<file path="config.mk">
export PLATFORM = sky130hd
export DESIGN_NAME = multi_commit_stage
export DESIGN_NICKNAME = d
export VERILOG_FILES = /design/src/rtl/multi_commit_stage.sv
export SDC_FILE = /design/constraint.sdc
export NUM_CORES = 1
export LEC_CHECK = 0
export CAP_MARGIN = 20
export CORE_ASPECT_RATIO = 1.5
export CORE_MARGIN = 3
export CORE_UTILIZATION = 35
export DETAILED_ROUTE_END_ITERATION = 7
export PLACE_DENSITY = 0.82
export SETUP_SLACK_MARGIN = 0.4
export SYNTH_ARGS = -nofsm -noshare
export SYNTH_HDL_FRONTEND = slang
export SYNTH_SLANG_ARGS = --single-unit
</file>
<file path="constraint.sdc">
create_clock -name clock -period 4.4 [get_ports clock]
set_input_delay 0.88 -clock clock [delete_from_list [all_inputs] [get_ports clock]]
set_output_delay 0.88 -clock clock [all_outputs]
set_load 0.005 [all_outputs]
</file>
<file path="src/rtl/multi_commit_stage.sv">
// W-wide in-order commit stage: retires a contiguous ready prefix of ROB head
// entries, drives regfile writes, issues one outstanding store and tracks halt.
module multi_commit_stage #(
  parameter int W         = 2,
  parameter int XLEN      = 32,
  parameter int REG_IDX_W = 5,
  parameter int CNT_W     = 64,
  localparam int RCW      = $clog2(W + 1)
) (
  input  logic                   clock,
  input  logic                   reset,
  input  logic [W-1:0]           head_valid,
  input  logic [W-1:0]           head_ready,
  input  logic [W*REG_IDX_W-1:0] head_dest_reg,
  input  logic [W*XLEN-1:0]      head_value,
  input  logic [W-1:0]           head_wr_mem,
  input  logic [W*XLEN-1:0]      head_addr,
  input  logic [W*2-1:0]         head_mem_size,
  input  logic [W-1:0]           head_halt,
  output logic [RCW-1:0]         retire_cnt,
  output logic [W-1:0]           reg_wr_en,
  output logic [W*REG_IDX_W-1:0] reg_wr_idx,
  output logic [W*XLEN-1:0]      reg_wr_data,
  output logic                   mem_req,
  output logic [XLEN-1:0]        mem_addr,
  output logic [XLEN-1:0]        mem_data,
  output logic [1:0]             mem_size,
  input  logic                   mem_ack,
  output logic                   halted,
  output logic [CNT_W-1:0]       retired_total
);

  typedef enum logic {ST_IDLE, ST_BUSY} st_state_e;

  st_state_e        st_state_q, st_state_d;
  logic [XLEN-1:0]  mem_addr_q, mem_addr_d;
  logic [XLEN-1:0]  mem_data_q, mem_data_d;
  logic [1:0]       mem_size_q, mem_size_d;
  logic             halted_q, halted_d;
  logic [CNT_W-1:0] retired_total_q, retired_total_d;

  // The store slot is free for a new capture when idle or being acked this cycle;
  // a halt uses the same test because it must not leave a store in flight.
  logic             slot_free;
  logic [W-1:0]     lane_ok;
  logic [W-1:0]     retire;
  logic             prefix_go;
  logic             store_fire;
  logic             halt_fire;
  logic [XLEN-1:0]  cap_addr;
  logic [XLEN-1:0]  cap_data;
  logic [1:0]       cap_size;

  assign slot_free = (st_state_q == ST_IDLE) || mem_ack;
  assign lane_ok   = head_valid & head_ready
                   & (~head_wr_mem | {W{slot_free}})
                   & (~head_halt   | {W{slot_free}});

  // NOTE: every variable written here gets a default first so no latch is inferred.
  always_comb begin
    retire     = '0;
    retire_cnt = '0;
    prefix_go  = !halted_q && !reset;
    store_fire = 1'b0;
    halt_fire  = 1'b0;
    cap_addr   = '0;
    cap_data   = '0;
    cap_size   = '0;
    for (int i = 0; i < W; i++) begin
      if (prefix_go && lane_ok[i]) begin
        retire[i]  = 1'b1;
        retire_cnt = retire_cnt + RCW'(1);
        if (head_wr_mem[i]) begin
          store_fire = 1'b1;
          cap_addr   = head_addr[i*XLEN +: XLEN];
          cap_data   = head_value[i*XLEN +: XLEN];
          cap_size   = head_mem_size[i*2 +: 2];
        end
        if (head_halt[i]) begin
          halt_fire = 1'b1;
        end
        if (head_wr_mem[i] || head_halt[i]) begin
          prefix_go = 1'b0;
        end
      end else begin
        prefix_go = 1'b0;
      end
    end
  end

  always_comb begin
    for (int i = 0; i < W; i++) begin
      reg_wr_en[i] = retire[i] && !head_wr_mem[i] && !head_halt[i]
                     && (head_dest_reg[i*REG_IDX_W +: REG_IDX_W] != '0);
    end
  end

  assign reg_wr_idx  = head_dest_reg;
  assign reg_wr_data = head_value;

  always_comb begin
    st_state_d      = st_state_q;
    mem_addr_d      = mem_addr_q;
    mem_data_d      = mem_data_q;
    mem_size_d      = mem_size_q;
    halted_d        = halted_q || halt_fire;
    retired_total_d = retired_total_q + CNT_W'(retire_cnt);
    case (st_state_q)
      ST_IDLE: begin
        if (store_fire) begin
          st_state_d = ST_BUSY;
          mem_addr_d = cap_addr;
          mem_data_d = cap_data;
          mem_size_d = cap_size;
        end
      end
      ST_BUSY: begin
        // store_fire here implies mem_ack, so the new payload replaces the acked one.
        if (store_fire) begin
          mem_addr_d = cap_addr;
          mem_data_d = cap_data;
          mem_size_d = cap_size;
        end else if (mem_ack) begin
          st_state_d = ST_IDLE;
        end
      end
      default: st_state_d = ST_IDLE;
    endcase
  end

  // NOTE: state registers use non-blocking assignments so every flop samples pre-edge values.
  always_ff @(posedge clock or posedge reset) begin
    if (reset) begin
      st_state_q      <= ST_IDLE;
      mem_addr_q      <= '0;
      mem_data_q      <= '0;
      mem_size_q      <= '0;
      halted_q        <= 1'b0;
      retired_total_q <= '0;
    end else begin
      st_state_q      <= st_state_d;
      mem_addr_q      <= mem_addr_d;
      mem_data_q      <= mem_data_d;
      mem_size_q      <= mem_size_d;
      halted_q        <= halted_d;
      retired_total_q <= retired_total_d;
    end
  end

  assign mem_req       = (st_state_q == ST_BUSY);
  assign mem_addr      = mem_addr_q;
  assign mem_data      = mem_data_q;
  assign mem_size      = mem_size_q;
  assign halted        = halted_q;
  assign retired_total = retired_total_q;

endmodule

</file>
Fig. 1: run 1, signal wires on met1
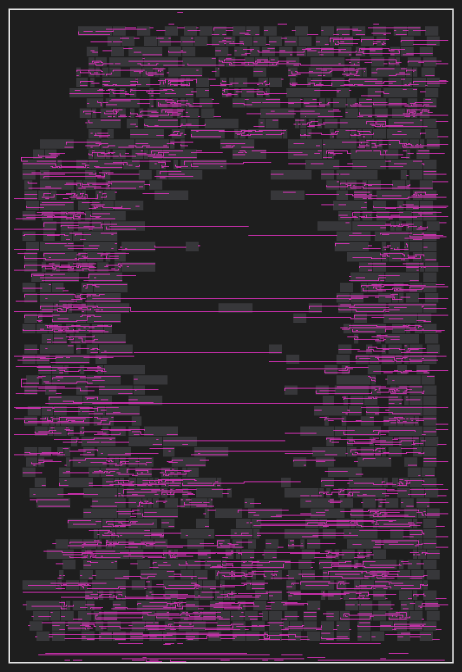
The longest straight run is 71.8 µm. 963 nets have wire on it. The layer carries 8,580 µm of wire. The layer holds 38% of the routed length. The wires run mostly horizontal.

Fig. 2: run 1, the metal 2 layer
Scale bar: 20 µm.
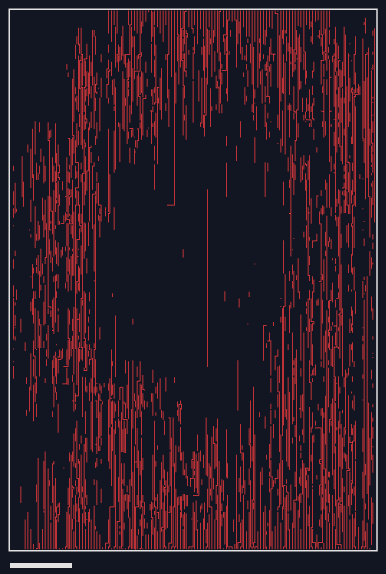
The longest straight run is 77.0 µm. The layer holds 50% of the routed length. The layer carries 11,200 µm of wire. The wires run mostly vertical.

Fig. 3: run 1, signal wires on met3
Scale bar: 20 µm.
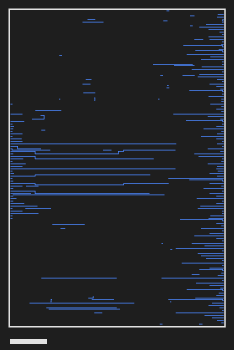
193 nets have wire on it. The wires run mostly horizontal. The layer carries 2,190 µm of wire.

Fig. 4: run 1, the metal 4 layer
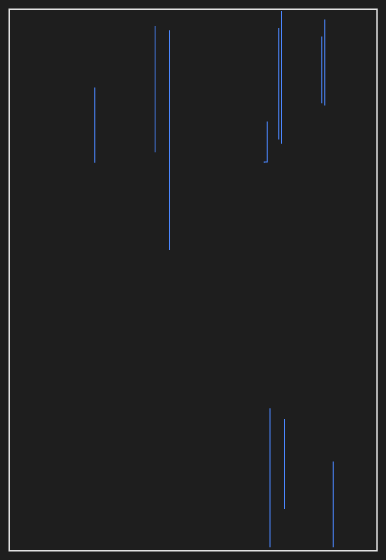
10 nets have wire on it. The wires run mostly vertical. The layer holds 1.7% of the routed length.
Via Count: 5,800
routed wire length: 22,400 µm

==> impl_metrics.toml, run 1 <==
# implementation run metrics
[run_status]
status = "finished, final reports clean"

[setup_path]
worstSetupPathType = "in2reg"
max_stage_delay_ps = 460
rrSetupSlack_ps = 1160
crit-reg2reg-launch = "halted$_DFF_PP0_"
reg2regPathDepth = 13
cp-startpoint = "head_valid[0]"
path_max_fanout = 10
r2r_end = "retired_total[54]$_DFF_PP0_"
cp_cell_sequence = "clkdlybuf4s50_1 -> and4bb_2 -> nand4_1 -> nor2_1 -> ha_1 -> ha_1 -> inv_1 -> fa_1 -> nand4b_1 -> nor4_4 -> buf_6 -> nand4_4 -> nor3_2 -> xor2_1"
worstPathRequired_ps = 4730
crit_path_start_kind = "input pin"

[pwr]
leakage_uw = 0.00445
switchingPower_uw = 907
power_leader = "registers"
powerComb_uw = 797
powerClk_uw = 1440
seq_power_share_pct = 39.6
power.internal_uw = 2800
power_uw = 3700

[finish]
num-clock-buffers = 21
comb_area_mm2 = 0.00237
drive_above_1_share_pct = 7.20
bufAreaShareNonClock_pct = 35.3
clock_area_share_pct = 5.72
flops = 132
layout_top_cells = "361 x clkdlybuf4s50_1, 132 x dfrtp_1, 62 x nor2_1"
nNonClkBuffers = 370
dominant-cell-class = "buffers"
final-instance-count-excl-fill = 1207
logic_gate_count = 365

[place]
place_ws_ps = 51.0
place_area_mm2 = 0.00989
place_inst = 1173
hpwl_um = 17300

[global_routing]
grt_pass1_wl_um = 32900
grt_pass1_vias = 5847
gr-max-usage-layer = "met2"
use_met3_pct = 7.53
use_met2_pct = 34.9
met1_usage_pct = 25.5

[logic_synthesis]
synthArstFlopShare_pct = 100
netlist_instances = 652
yosysCellCount = 652
mux_share_pct = 0
top_logic_kind = "simple AND/OR/NAND/NOR gates"
synthXorXnorAreaFrac_pct = 8.36
top_cells_by_count = "132 x dfrtp_1, 75 x buf_4, 64 x nor2_1"
top_cell_area_share_pct = 50.8
ys_warn_count = 0
avgSynthCellArea_um2 = 9.97
syn_nets = 809
numSynthFlops = 132
synth-simple-area-share_pct = 14.9
yosys.area.top_type = "dfrtp_1"

[route]
wl_per_cell_um = 18.5
wl_met3_um = 2190
first_pass_iters = 5
met2_length_um = 11200

[clocking]
cts_root_buffer = "clkbuf_16"
cts.sinks = 132
hold_buffers = 0
cts_buffer_depth = 2
cts_tree = "done"
htreeDepth = 4

[final_timing]
worst_slew_margin_rel_pct = 39.2
rsz0062_at_grt = "no"
fin_skew_ps = 9.12
hold_viol = 0
tightest_slew_ps = 912

[floorplanning]
io_pins = 363
chipArea_mm2 = 0.0203
num_rows = 60
core-area_mm2 = 0.0181
initial_core_util_pct = 35.9

[job]
warnings = 28

[hold_path]
whs_endpoint = "retired_total[63]$_DFF_PP0_"
## Run 2: what changed since run 1
Settings changed: CORE_AREA set to 3 3 141 143, CORE_ASPECT_RATIO 1.5 to not set, CORE_MARGIN 3 to not set, CORE_UTILIZATION 35 to not set, DIE_AREA set to 0 0 144 146, PLACE_DENSITY 0.82 to 0.78.
Clock period 4.4 ns to 3.5 ns, I/O delays scaled along.
==> run 2 against run 1 <==
Against the previous run: core utilization is 0.88 points lower; critical endpoint unchanged; combinational power increased by 28%; sequential share of layout area shrank 0.56 points; non-clock buffer count is 25 higher; synthesized area stayed put; clock skew up 5.7 ps; first-iteration DRC count decreased by 41%; wire length is 3.6% higher; count of clock-buffer cells in the layout grew 1; critical path type unchanged; synthesized cell count did not move.
==> impl_metrics.toml, run 2 <==
# implementation run metrics
[setup_path]
reg2regPathDepth = 13
worstPathRequired_ps = 3830
worstSetupPathType = "in2reg"
cp_cell_sequence = "clkdlybuf4s15_1 -> and4bb_2 -> nand4_1 -> nor2_2 -> ha_4 -> ha_4 -> inv_2 -> fa_2 -> nand4b_1 -> nor4_4 -> buf_12 -> nand4_4 -> nor3_2 -> xor2_1"
critPathTopFamily = "simple AND/OR/NAND/NOR gates"
rrSetupSlack_ps = 510
crit_path_start_kind = "input pin"
max_stage_delay_ps = 330
crit-reg2reg-launch = "halted$_DFF_PP0_"
r2r_end = "retired_total[54]$_DFF_PP0_"
path_depth = 14
path_max_fanout = 7
cp-startpoint = "head_ready[0]"

[final_timing]
period_used_pct = 85.6
rsz0062_at_grt = "yes"
tightest_slew_ps = 676
worst_slew_margin_rel_pct = 54.6
hold_viol = 0
fin_skew_ps = 14.8

[logic_synthesis]
syn_nets = 809
synthTopCellsByArea = "dfrtp_1 51%, buf_4 8.7%, a22oi_1 5.4%"
ys_warn_count = 0
top_cells_by_count = "132 x dfrtp_1, 75 x buf_4, 64 x nor2_1"
ys_area_mm2 = 0.00650
aoi_share_pct = 11.7
top_cell_area_share_pct = 50.8
synthArstFlopShare_pct = 100
mux_share_pct = 0
synthXorXnorAreaFrac_pct = 8.36
netlist_instances = 652
yosys.area.top_type = "dfrtp_1"
yosysCellCount = 652
synth-simple-area-share_pct = 14.9
avgSynthCellArea_um2 = 9.97
top_logic_kind = "simple AND/OR/NAND/NOR gates"
synth.distinct_cells = 41

[pwr]
p_seq_uw = 1850
powerComb_uw = 1020
irDropWorstVdd_v = 0.000319
leakage_uw = 0.00457
power_uw = 4600
seq_power_share_pct = 40.2
switchingPower_uw = 1170
power_leader = "registers"
power.internal_uw = 3420

[clocking]
cts_root_buffer = "clkbuf_16"
cts_tree = "done"
cts_buffer_depth = 2
htreeDepth = 4
hold_buffers = 0

[floorplanning]
chipArea_mm2 = 0.0210
io_pins = 363
initial_core_util_pct = 34.7
num_rows = 50
core-area_mm2 = 0.0187
die_x_um = 144

[global_routing]
met1_usage_pct = 27.3
grt_pass1_wl_um = 35400
use_met2_pct = 36.3
grt-ovfl-total = 0
gr-max-usage-layer = "met2"
grt_pass1_vias = 6045

[finish]
bufAreaShareNonClock_pct = 36.4
dominant-cell-class = "buffers"
num-clock-buffers = 22
sh_comb_area_pct = 22.6
design_area_mm2 = 0.0107
nNonClkBuffers = 395
comb_area_mm2 = 0.00242
logic_gate_count = 365
final-instance-count-excl-fill = 1218
clock_area_share_pct = 5.33
nNetsFinal = 1127
drive_above_1_share_pct = 11.0
layout_top_cells = "351 x clkdlybuf4s50_1, 132 x dfrtp_1, 58 x nor2_1"
flops = 132

[route]
met2_length_um = 11800
via_count = 6024
wl_met3_um = 1750
wl_per_cell_um = 19.0
routed_wirelength_um = 23200
first_pass_iters = 5

[place]
place_area_mm2 = 0.0101
place_inst = 1178
place_ws_ps = -322

[hold_path]
whs_endpoint = "retired_total[63]$_DFF_PP0_"

[run_status]
status = "finished, final reports clean"

[job]
warnings = 29
Fig. 5: run 2, clock wiring as the flow saved it
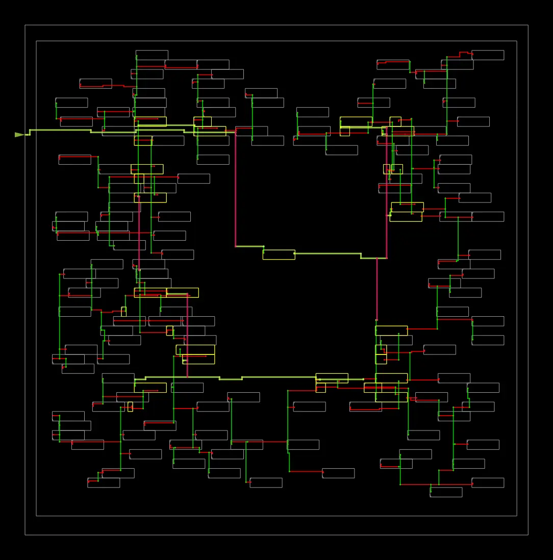
TritonCTS Buffers: 17
clock sinks: 132
P_clk: 1720 µW

Fig. 6: run 2, signal wires on met1
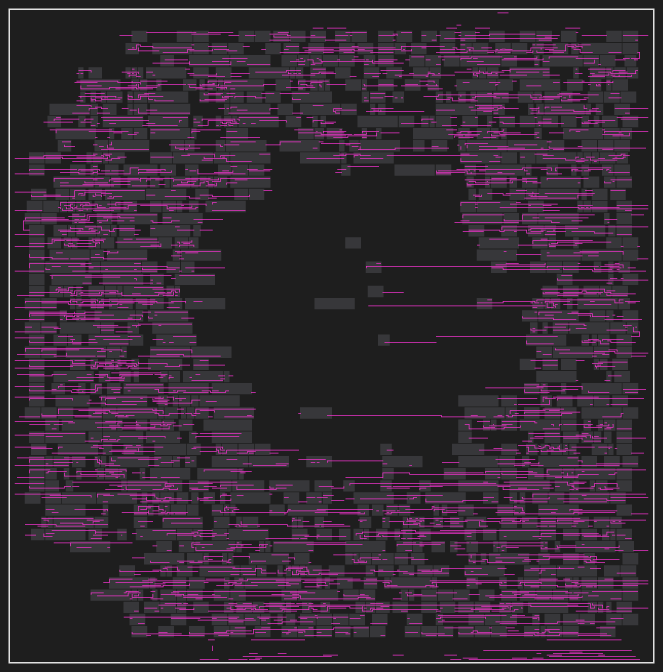
The layer carries 9,120 µm of wire. The layer holds 39% of the routed length. 998 nets have wire on it. The longest straight run is 54.7 µm. The wires run mostly horizontal.

## Run 3: what changed since run 2
Settings changed: ABC_AREA set to 1, CORE_AREA 3 3 141 143 to not set, CORE_ASPECT_RATIO set to 1.5, CORE_MARGIN set to 3, CORE_UTILIZATION set to 42, DIE_AREA 0 0 144 146 to not set, GPL_TIMING_DRIVEN set to 0, PLACE_DENSITY 0.78 to 0.86.
==> run 3 against run 2 <==
Against the previous run: hold slack worse by 43 ps; global-route usage is 12 points higher; via count is 44% higher; non-clock buffer count is 89 higher; count of clock-buffer cells in the layout is 3 lower; combinational power is 71% higher; cell count is 40% higher; sequential cell count stayed put; die area is 2.9% lower; largest cell class unchanged.
==> impl_metrics.toml, run 3 <==
# implementation run metrics
[run_status]
status = "finished, final reports clean"

[place]
place_area_mm2 = 0.0118
place_ws_ps = -718

[logic_synthesis]
yosys.area.top_type = "dfrtp_1"
top_cell_area_share_pct = 42.1
ys_warn_count = 0
yosysCellCount = 1049
avgSynthCellArea_um2 = 7.49
netlist_instances = 1049
ys_area_mm2 = 0.00785
synthXorXnorAreaFrac_pct = 4.68

[final_timing]
hold_viol = 0
worst_slew_margin_rel_pct = 62.2
tightest_slew_ps = 567
period_used_pct = 86.6

[setup_path]
worstPathRequired_ps = 3820
reg2regPathDepth = 15
max_stage_delay_ps = 500
cp-startpoint = "head_halt[1]"

[route]
wl_met3_um = 2780
first_pass_iters = 5

[clocking]
cts.sinks = 132
cts_root_buffer = "clkbuf_16"

[finish]
clock_area_share_pct = 4.98
nNetsFinal = 1601
final-instance-count-excl-fill = 1704
flops = 132
layout_top_cells = "356 x clkdlybuf4s50_1, 269 x nand2_1, 196 x nand3_1"

[job]
warnings = 27

[global_routing]
grt-ovfl-total = 0
grt_pass1_vias = 8822
use_met3_pct = 9.11

[pwr]
switchingPower_uw = 1640
leakage_uw = 0.00571
seq_power_share_pct = 36.2
powerComb_uw = 1740
Fig. 7: run 3, the metal 4 layer
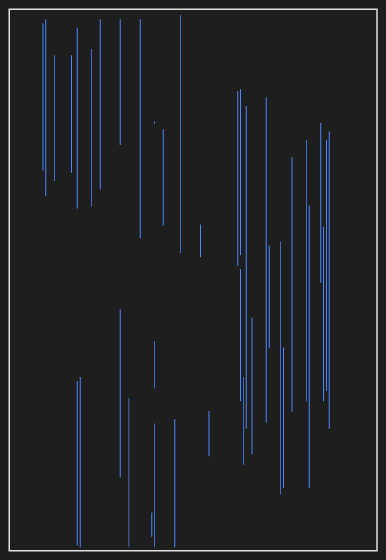
The longest straight run is 104 µm. 35 nets have wire on it. The wires run mostly vertical.

Fig. 8: run 3, clock wiring as the flow saved it
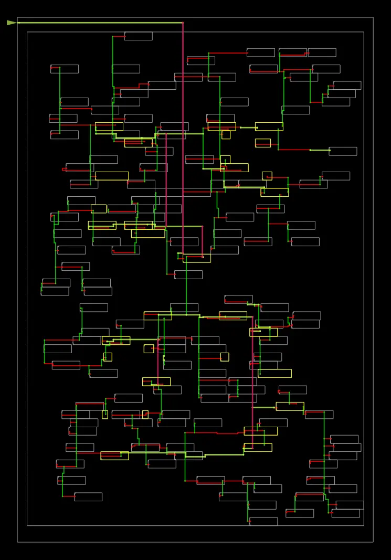
Late-Pin Clk Latency: 430 ps
Worst Skew: 10.2 ps
P_clk: 1930 µW

Power is estimated from default activity; no workload was simulated.
